===== src/rtl/log_dump_ctrl.sv =====
// Capture/dump sequencer for the two-bank sample logger: arms a capture, waits for a
// fresh full flag, then reads every logger word and streams it MSB-first as bytes.
module log_dump_ctrl #(
   parameter int BRAM_ADDR_WIDTH = 15,
   parameter int LOG_DATA_WIDTH  = 32
) (
   input  logic                       clk,
   input  logic                       i_rst,
   input  logic                       i_cmd_start,
   input  logic                       i_cmd_dump,
   output logic                       o_run_log,
   output logic                       o_read_log,
   output logic [BRAM_ADDR_WIDTH-1:0] o_addr_log,
   input  logic                       i_mem_full,
   input  logic [LOG_DATA_WIDTH-1:0]  i_data_log,
   output logic [7:0]                 o_tx_data,
   output logic                       o_tx_valid,
   input  logic                       i_tx_ready,
   output logic                       o_busy,
   output logic                       o_done,
   output logic [2:0]                 o_state
);

   // TX handshake: a byte moves on every cycle where o_tx_valid && i_tx_ready; while
   // valid is high and ready is low, o_tx_data and o_tx_valid hold their values.
   typedef enum logic [2:0] {
      S_IDLE    = 3'd0,
      S_ARM     = 3'd1,
      S_CAPTURE = 3'd2,
      S_READY   = 3'd3,
      S_ADDR    = 3'd4,
      S_RD      = 3'd5,
      S_SEND    = 3'd6
   } state_e;

   state_e                       state_q, state_d;
   logic                         seen_low_q, seen_low_d;
   logic [BRAM_ADDR_WIDTH-1:0]   addr_q, addr_d;
   logic [LOG_DATA_WIDTH-1:0]    word_q, word_d;
   logic [1:0]                   k_q, k_d;
   logic [7:0]                   tx_data_q, tx_data_d;
   logic                         tx_valid_q, tx_valid_d;
   logic                         done_q, done_d;

   logic [1:0]                   k_inc;
   logic [7:0]                   next_byte;
   logic                         byte_accept;
   logic                         last_addr;

   assign byte_accept = tx_valid_q && i_tx_ready;
   assign last_addr   = (addr_q == {BRAM_ADDR_WIDTH{1'b1}});

   always_comb begin
      k_inc     = k_q + 2'd1;
      next_byte = word_q[31:24];
      case (k_inc)
         2'd0:    next_byte = word_q[31:24];
         2'd1:    next_byte = word_q[23:16];
         2'd2:    next_byte = word_q[15:8];
         default: next_byte = word_q[7:0];
      endcase
   end

   always_comb begin
      state_d    = state_q;
      seen_low_d = seen_low_q;
      addr_d     = addr_q;
      word_d     = word_q;
      k_d        = k_q;
      tx_data_d  = tx_data_q;
      tx_valid_d = tx_valid_q;
      done_d     = 1'b0;

      case (state_q)
         S_IDLE: begin
            if (i_cmd_start) begin
               state_d = S_ARM;
            end
         end

         S_ARM: begin
            seen_low_d = 1'b0;
            state_d    = S_CAPTURE;
         end

         // A full flag left over from the previous capture must drop before it counts.
         S_CAPTURE: begin
            if (!i_mem_full) begin
               seen_low_d = 1'b1;
            end else if (seen_low_q) begin
               state_d = S_READY;
            end
         end

         S_READY: begin
            if (i_cmd_start) begin
               state_d = S_ARM;
            end else if (i_cmd_dump) begin
               addr_d  = '0;
               state_d = S_ADDR;
            end
         end

         S_ADDR: begin
            state_d = S_RD;
         end

         S_RD: begin
            word_d     = i_data_log;
            k_d        = 2'd0;
            tx_data_d  = i_data_log[31:24];
            tx_valid_d = 1'b1;
            state_d    = S_SEND;
         end

         S_SEND: begin
            if (byte_accept) begin
               if (k_q == 2'd3) begin
                  tx_valid_d = 1'b0;
                  if (last_addr) begin
                     done_d  = 1'b1;
                     state_d = S_READY;
                  end else begin
                     addr_d  = addr_q + BRAM_ADDR_WIDTH'(1);
                     state_d = S_ADDR;
                  end
               end else begin
                  k_d       = k_inc;
                  tx_data_d = next_byte;
               end
            end
         end

         default: begin
            state_d = S_IDLE;
         end
      endcase
   end

   always_ff @(posedge clk) begin
      if (i_rst) begin
         state_q    <= S_IDLE;
         seen_low_q <= 1'b0;
         addr_q     <= '0;
         word_q     <= '0;
         k_q        <= 2'd0;
         tx_data_q  <= 8'd0;
         tx_valid_q <= 1'b0;
         done_q     <= 1'b0;
      end else begin
         state_q    <= state_d;
         seen_low_q <= seen_low_d;
         addr_q     <= addr_d;
         word_q     <= word_d;
         k_q        <= k_d;
         tx_data_q  <= tx_data_d;
         tx_valid_q <= tx_valid_d;
         done_q     <= done_d;
      end
   end

   assign o_run_log  = (state_q == S_ARM);
   assign o_read_log = (state_q == S_ADDR) || (state_q == S_RD) || (state_q == S_SEND);
   assign o_addr_log = addr_q;
   assign o_tx_data  = tx_data_q;
   assign o_tx_valid = tx_valid_q;
   assign o_busy     = !((state_q == S_IDLE) || (state_q == S_READY));
   assign o_done     = done_q;
   assign o_state    = state_q;

endmodule


===== config.mk =====
export PLATFORM = sky130hd
export DESIGN_NAME = log_dump_ctrl
export DESIGN_NICKNAME = d
export VERILOG_FILES = /design/src/rtl/log_dump_ctrl.sv
export SDC_FILE = /design/constraint.sdc
export NUM_CORES = 1
export LEC_CHECK = 0
export CAP_MARGIN = 20
export CORE_ASPECT_RATIO = 1.5
export CORE_MARGIN = 10
export CORE_UTILIZATION = 54
export DETAILED_ROUTE_END_ITERATION = 12
export PLACE_DENSITY_LB_ADDON = 0.2
export SLEW_MARGIN = 10
export SYNTH_ARGS = -nofsm -noshare
export SYNTH_HDL_FRONTEND = slang
export SYNTH_SLANG_ARGS = --single-unit

===== constraint.sdc =====
create_clock -name clk -period 3.86 [get_ports clk]
set_input_delay 0.579 -clock clk [delete_from_list [all_inputs] [get_ports clk]]
set_output_delay 0.579 -clock clk [all_outputs]
set_load 0.005 [all_outputs]

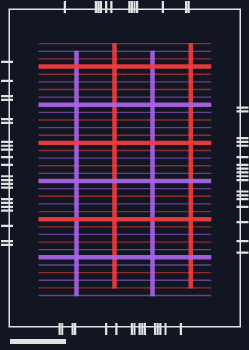
power_grid.png
The bar under the picture is 20 um long. Pins as bars on the die edge.
Key: red = VDD; purple = VSS
4 straps on met4. 69 signal pins sit on the boundary. 34 met1 rails follow the rows. 6 straps on met5.

==> impl_metrics.json <==
{
  "antenna_violations_before_repair": 0,
  "log.warning_count": 30,
  "critical_path.cell_chain": "inv_1 > a21oi_1 > clkdlybuf4s50_1",
  "leakage_uw": 0.00130,
  "total_wirelength_um": 8890,
  "fin_worst_skew_ps": 4.39,
  "fillerInstances": 478,
  "timing.critical_path.from_type": "flop",
  "tritoncts_num_sinks": 63,
  "crit_end": "o_read_log",
  "top_cell_area_share": 0.408,
  "met1_track_demand_over_resource_in_global_routing": 0.220,
  "synth_compound_gate_area_share": 0.249,
  "gp_congestion": 0.922,
  "p_seq_uw": 662,
  "final_cycle_utilization_of_the_critical_path": 0.625,
  "routed_vias": 3136,
  "layout.cells.largest_class": "logic gates",
  "avgViaCountPerCell": 6.00,
  "final-seq-area_um2": 1260,
  "largest-register": "word_q",
  "ys_seq_elements": 63,
  "bufAreaShareNonClock": 0.185,
  "ff2ff_path_depth": 5,
  "clock_path_buffers": 2,
  "dpl.hpwl_um": 6400,
  "worst_hold_path_type": "flop to flop",
  "worst_path_slowest_cell": "dfxtp_1",
  "final.setup.tns_ps": 0,
  "finalWorstSetupSlack_ps": 1450,
  "synth-warning-count": 0,
  "grt_util_met3": 0.0431,
  "comb_area_frac": 0.409,
  "share_clk_of_total_power": 0.445,
  "run_status": "finished clean"
}
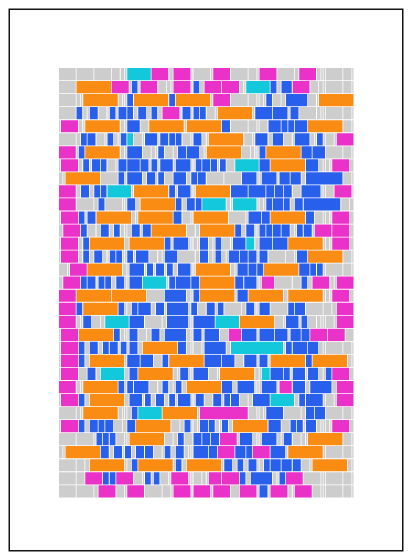
placement_by_type.png
Fill, decap, tap and diode cells in gray.
Key: cyan = clock drivers and dummy loads [cells 16, share of their area 5.3%]; blue = combinational and other logic [cells 301, share of their area 44%]; orange = flops [cells 63, share of their area 32%]; magenta = other buffers and delay cells [cells 73, share of their area 19%]
sequential cell area share: 0.315
total non-filler cell area in the finished layout: 4000 um2
post-layout utilization of the core: 0.723
Rows: 33
floorplan core area: 5530 um2

